==> images/congestion_map.png <==
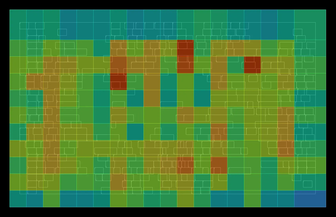
==> images/ff_map.png <==
Bar = 50 um. Other sequential cells in the stronger grey, the rest of the logic in the fainter grey.
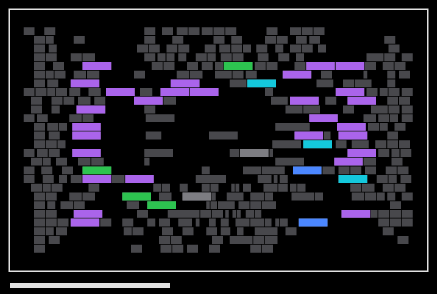
==> images/gates.png <==
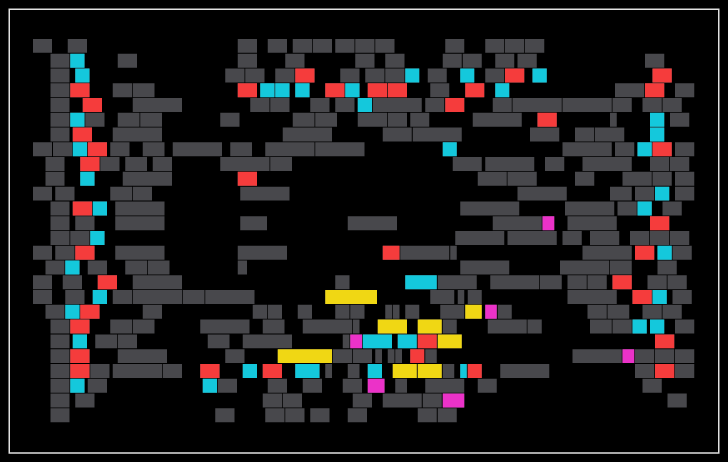
==> images/m2.png <==
Bar = 50 um.
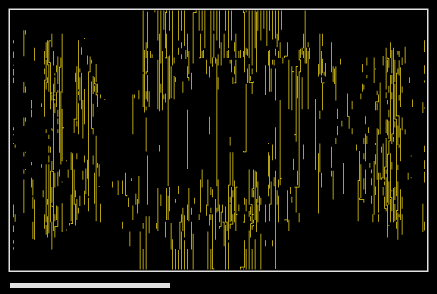
==> images/m3.png <==
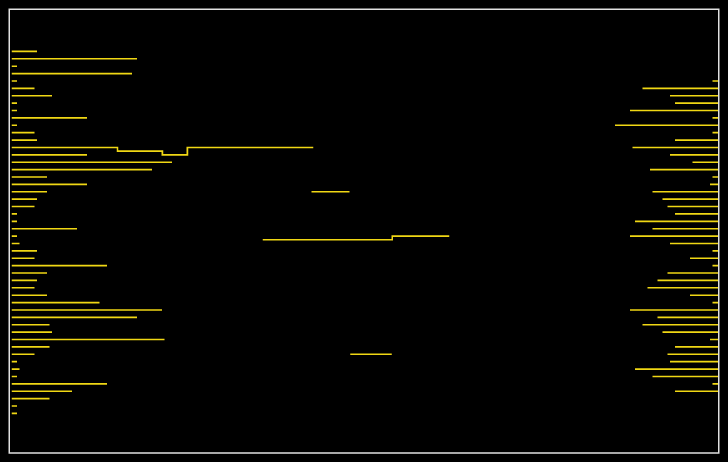
===== config.mk =====
export PLATFORM = sky130hd
export DESIGN_NAME = xbar_bank_arb
export DESIGN_NICKNAME = d
export VERILOG_FILES = /design/src/rtl/xbar_bank_arb.sv
export SDC_FILE = /design/constraint.sdc
export NUM_CORES = 1
export LEC_CHECK = 0
export CELL_PAD_IN_SITES_DETAIL_PLACEMENT = 0
export CELL_PAD_IN_SITES_GLOBAL_PLACEMENT = 1
export CORE_ASPECT_RATIO = 0.6
export CORE_MARGIN = 4
export CORE_UTILIZATION = 27
export DETAILED_ROUTE_END_ITERATION = 8
export PLACE_DENSITY = 0.85
export RECOVER_POWER = 50
export SETUP_SLACK_MARGIN = 0.1
export SLEW_MARGIN = 25
export SYNTH_ARGS = -nofsm -noshare
export SYNTH_HDL_FRONTEND = slang
export SYNTH_SLANG_ARGS = --single-unit

===== constraint.sdc =====
create_clock -name clk_i -period 3.1 [get_ports clk_i]
set_input_delay 0.62 -clock clk_i [delete_from_list [all_inputs] [get_ports clk_i]]
set_output_delay 0.62 -clock clk_i [all_outputs]
set_load 0.05 [all_outputs]

===== src/rtl/xbar_bank_arb.sv =====
// Per-bank round-robin arbiter for three crossbar request channels.
// The winner is held in a one-entry registered valid/ready slot toward the bank's hit-test unit.
module xbar_bank_arb #(
  parameter int unsigned BANK_ID = 0,
  parameter int unsigned WBID_W  = 4
) (
  input  logic              clk_i,
  input  logic              rst_i,

  input  logic              ch0_req_valid_i,
  output logic              ch0_req_allowIn_o,
  input  logic [2:0]        ch0_req_op_i,
  input  logic [31:4]       ch0_req_addr_i,
  input  logic [WBID_W-1:0] ch0_req_wbid_i,

  input  logic              ch1_req_valid_i,
  output logic              ch1_req_allowIn_o,
  input  logic [2:0]        ch1_req_op_i,
  input  logic [31:4]       ch1_req_addr_i,
  input  logic [WBID_W-1:0] ch1_req_wbid_i,

  input  logic              ch2_req_valid_i,
  output logic              ch2_req_allowIn_o,
  input  logic [2:0]        ch2_req_op_i,
  input  logic [31:4]       ch2_req_addr_i,
  input  logic [WBID_W-1:0] ch2_req_wbid_i,

  output logic              htu_valid_o,
  input  logic              htu_ready_i,
  output logic [1:0]        htu_ch_id_o,
  output logic [2:0]        htu_opcode_o,
  output logic [31:4]       htu_addr_o,
  output logic [WBID_W-1:0] htu_wbuffer_id_o
);

  localparam logic [1:0] BankSel = 2'(BANK_ID);

  logic [2:0]        hit;
  logic [2:0]        grant;
  logic [2:0]        allow;
  logic [1:0]        grant_idx;
  logic              slot_free;
  logic              accept;

  logic [1:0]        rr_ptr_q, rr_ptr_d;
  logic              valid_q, valid_d;
  logic [1:0]        ch_id_q, ch_id_d;
  logic [2:0]        op_q, op_d;
  logic [31:4]       addr_q, addr_d;
  logic [WBID_W-1:0] wbid_q, wbid_d;

  assign hit[0] = ch0_req_valid_i & (ch0_req_addr_i[5:4] == BankSel);
  assign hit[1] = ch1_req_valid_i & (ch1_req_addr_i[5:4] == BankSel);
  assign hit[2] = ch2_req_valid_i & (ch2_req_addr_i[5:4] == BankSel);

  // Priority order starts at rr_ptr_q and wraps through the remaining channels.
  always_comb begin
    grant = 3'b000;
    case (rr_ptr_q)
      2'd1: begin
        if (hit[1])      grant = 3'b010;
        else if (hit[2]) grant = 3'b100;
        else if (hit[0]) grant = 3'b001;
      end
      2'd2: begin
        if (hit[2])      grant = 3'b100;
        else if (hit[0]) grant = 3'b001;
        else if (hit[1]) grant = 3'b010;
      end
      default: begin
        if (hit[0])      grant = 3'b001;
        else if (hit[1]) grant = 3'b010;
        else if (hit[2]) grant = 3'b100;
      end
    endcase
  end

  always_comb begin
    grant_idx = 2'd0;
    if (grant[1]) grant_idx = 2'd1;
    if (grant[2]) grant_idx = 2'd2;
  end

  assign slot_free = ~valid_q | htu_ready_i;
  assign allow     = grant & {3{slot_free}};
  assign accept    = |allow;

  assign ch0_req_allowIn_o = allow[0];
  assign ch1_req_allowIn_o = allow[1];
  assign ch2_req_allowIn_o = allow[2];

  always_comb begin
    rr_ptr_d = rr_ptr_q;
    valid_d  = valid_q;
    ch_id_d  = ch_id_q;
    op_d     = op_q;
    addr_d   = addr_q;
    wbid_d   = wbid_q;
    if (accept) begin
      valid_d  = 1'b1;
      ch_id_d  = grant_idx;
      rr_ptr_d = (grant_idx == 2'd2) ? 2'd0 : grant_idx + 2'd1;
      unique case (grant_idx)
        2'd1: begin
          op_d   = ch1_req_op_i;
          addr_d = ch1_req_addr_i;
          wbid_d = ch1_req_wbid_i;
        end
        2'd2: begin
          op_d   = ch2_req_op_i;
          addr_d = ch2_req_addr_i;
          wbid_d = ch2_req_wbid_i;
        end
        default: begin
          op_d   = ch0_req_op_i;
          addr_d = ch0_req_addr_i;
          wbid_d = ch0_req_wbid_i;
        end
      endcase
    end else if (htu_ready_i) begin
      // Drain only clears valid; the payload keeps its last value.
      valid_d = 1'b0;
    end
  end

  always_ff @(posedge clk_i or negedge rst_i) begin
    if (!rst_i) begin
      rr_ptr_q <= 2'd0;
      valid_q  <= 1'b0;
      ch_id_q  <= 2'd0;
      op_q     <= 3'd0;
      addr_q   <= '0;
      wbid_q   <= '0;
    end else begin
      rr_ptr_q <= rr_ptr_d;
      valid_q  <= valid_d;
      ch_id_q  <= ch_id_d;
      op_q     <= op_d;
      addr_q   <= addr_d;
      wbid_q   <= wbid_d;
    end
  end

  assign htu_valid_o      = valid_q;
  assign htu_ch_id_o      = ch_id_q;
  assign htu_opcode_o     = op_q;
  assign htu_addr_o       = addr_q;
  assign htu_wbuffer_id_o = wbid_q;

endmodule

==> results_dict.tcl <==
# yosys + openroad results
set metrics [dict create \
    run_status "finished with violations" \
    violations_in_the_final_reports "max-capacitance violations, max-slew violations" \
    filler_cell_count 787 \
    finalClockSkew_ns 0.00348 \
    post_cts.repair.setup_buffers 0 \
    portion_of_the_post_synthesis_area_used_by_sequential_elements 0.402 \
    max_slew.worst_pin.slew_ns 2.06 \
    crit-reg2reg-launch "htu_ch_id_o[0]$_DFFE_PN0P_" \
    cts_buffers 5 \
    post_route_cells_drive_above_1_share 0.198 \
    drt_pass1_iterations 4 \
    mappedNetlistArea_um2 2420 \
    worstPathArrival_ns 2.26 \
    postLayoutCellArea_um2 4270 \
    dp_hpwl_mm 6.20 \
    port-buffer-count 151 \
    clk_path_buf_depth 2 \
    row_count 26 \
    worstSetupPathType "in2out" \
    sum_of_routed_wire_length_over_all_layers_mm 7.83 \
    first_pass_grt_wire_length_mm 12.2 \
    syn-num-nets 311 \
    timing.critical_path.from "ch1_req_valid_i" \
    min_period_ns 2.88 \
    cts-root-buf "sky130_fd_sc_hd__clkbuf_16" \
    cts_repair_resize_count 0 \
    ys_chip_area_um2 2420 \
    rsz0062_at_grt "false" \
    cp_max_fo 6 \
    max_cap_violations 1 \
    floorplan.die_area_um2 10600 \
    routabilityCongestion 0.767 \
    log.warning_count 27 \
    report.final.slew_viol_count 40 \
    count_of_instantiated_cells_in_the_yosys_netlist 198 \
    timing.final.crit_share 0.930 \
    async_set_reset_flop_share_out_of_synthesis 1.00 \
    vias_per_cell 4.95 \
    clkSlewWorstSetupHoldPaths_ns 0.05 \
    worst_path_max_delay_cell "sky130_fd_sc_hd__clkdlybuf4s50_1" \
    yosys_register_bits 39 \
    syn2layout_area_growth_pct 76.3 \
    n_antenna_cell 0 \
    largest_cells_by_area "sky130_fd_sc_hd__dfrtp_1 40%, sky130_fd_sc_hd__a221o_1 14%, sky130_fd_sc_hd__mux2_2 11%" \
    first_global_vias 2480 \
]
## Picture notes: congestion_map.png
busiest layer in global routing: met2
final core utilization: 0.496
global routing usage on met3: 0.0644

## Picture notes: ff_map.png
- htu_ch_id_o: blue (sequential cells 2)
- htu_opcode_o: cyan (sequential cells 3)
- htu_wbuffer_id_o: green (sequential cells 4)
- htu_addr_o: purple (sequential cells 28)
- not coloured: 2
sequential portion of the cell area: 0.228
Sequential Power: 0.878 mW

## Picture notes: gates.png
- nor cells: cyan (cells 39; where widely spread)
- aoi and oai cells: yellow (cells 8; where bottom middle)
- non-inverting ao/oa cells: red (cells 37; where widely spread)
- and/or cells: magenta (cells 6)
final standard cell count with taps included and fillers excluded: 461
most common cell after layout, fill and taps aside: sky130_fd_sc_hd__clkdlybuf4s50_1
share of cell area taken by multi-input logic gates: 0.312

## Picture notes: m2.png
- main direction: vertical
- share of all routed wire: 46%
- nets with wire on the layer: 415
- wire length on this layer: 3570 um
- longest straight run: 40.5 um

## Picture notes: m3.png
- wire length on this layer: 874 um
- longest straight run: 29.2 um

-- power by group --
part           internal [mW]  switching, mW  leakage (nW)
Sequential             0.753          0.125         0.472
Combinational          0.968           1.45          1.14
Clock                  0.400          0.188        0.0868
Total                   2.12           1.76          1.70
-- layout make-up --
type | count | area (um2) | area share
Timing Repair Buffer | 163 | 1640 | 0.383
Clock buffer | 6 | 139 | 0.0325
Tap cell | 112 | 140 | 0.0328
Sequential cell | 39 | 976 | 0.228
Multi-Input combinational cell | 136 | 1340 | 0.312
Clock inverter | 2 | 35.0 | 0.00820
Inverter | 3 | 11.3 | 0.00263
-- placed cells by master, fill, tap and decap left out, drive strengths merged --
cell / Yosys / final
bufinv: 0 / 1
a221o: 34 / 34
dfrtp: 39 / 39
dlygate4sd3: 0 / 20
inv: 3 / 3
clkdlybuf4s50: 0 / 127
or3b: 2 / 2
nor2: 1 / 1
or3: 1 / 1
o2111ai: 1 / 1
buf: 19 / 15
o41ai: 1 / 1
a211oi: 4 / 4
a21o: 2 / 2
mux2: 33 / 33
o2bb2ai: 2 / 2
and2: 2 / 2
nor4b: 1 / 1
nor3b: 35 / 35
ha: 2 / 2
a22o: 1 / 1
nand2: 7 / 7
nor3: 2 / 2
or2: 1 / 1
clkbuf: 1 / 7
clkinv: 0 / 1
nand2b: 4 / 4
-- worst paths after layout --
path,cells after the start,to,slack (ns)
max reg2reg,8,htu_opcode_o[1]$_DFFE_PN0P_,0.57
min,1,htu_addr_o[4]$_DFFE_PN0P_,0.47
min in group asynchronous,1,htu_addr_o[26]$_DFFE_PN0P_,0.93
max in group asynchronous,1,htu_valid_o$_DFFE_PN0P_,0.98
min reg2reg,1,htu_addr_o[4]$_DFFE_PN0P_,0.47
max,5,ch1_req_allowIn_o,0.22
-- registers in the layout (all words and copies together) (netlist names) --
name / cells
htu_opcode_o: 3
htu_ch_id_o: 2
htu_addr_o: 28
htu_valid_o: 1
rr_ptr_q: 1
htu_wbuffer_id_o: 4
-- routing by layer --
metal  part of all wire  vias up  track usage
met5                  0        -            0
met4             0.0010        0       0.0123
met3               0.11        2       0.0644
met2               0.46       98        0.242
met1               0.43     1103        0.177
li1                   -     1081            -
-- kinds of logic (layout without fill, tap and decap cells) --
| kind of cell | count (synthesis) | after routing | share of synthesized area |
|---|---|---|---|
| AND-OR/OR-AND | 45 | 45 | 0.189 |
| adder cells (fa/ha/maj) | 2 | 2 | 0.0103 |
| buffers and inverters | 23 | 174 | 0.0635 |
| flip-flops | 39 | 39 | 0.402 |
| multiplexers | 33 | 33 | 0.169 |
| AND/OR/NAND/NOR | 56 | 56 | 0.166 |
-- worst max-delay path: cells and delay by family --
family | cells | cell delay, ns
AOI/OAI and AO/OA | 1 | 0.41
buffers and inverters | 2 | 0.64
and+or+nand+nor | 2 | 0.58
-- stage by stage --
step	cells	power [mW]
floorplan	198	2.50
global placement	453	3.34
detailed placement	453	3.37
CTS	461	3.98
global route	461	4.10
finish	461	3.88
Power figures rest on the tool's default switching activity, not on a simulated workload.
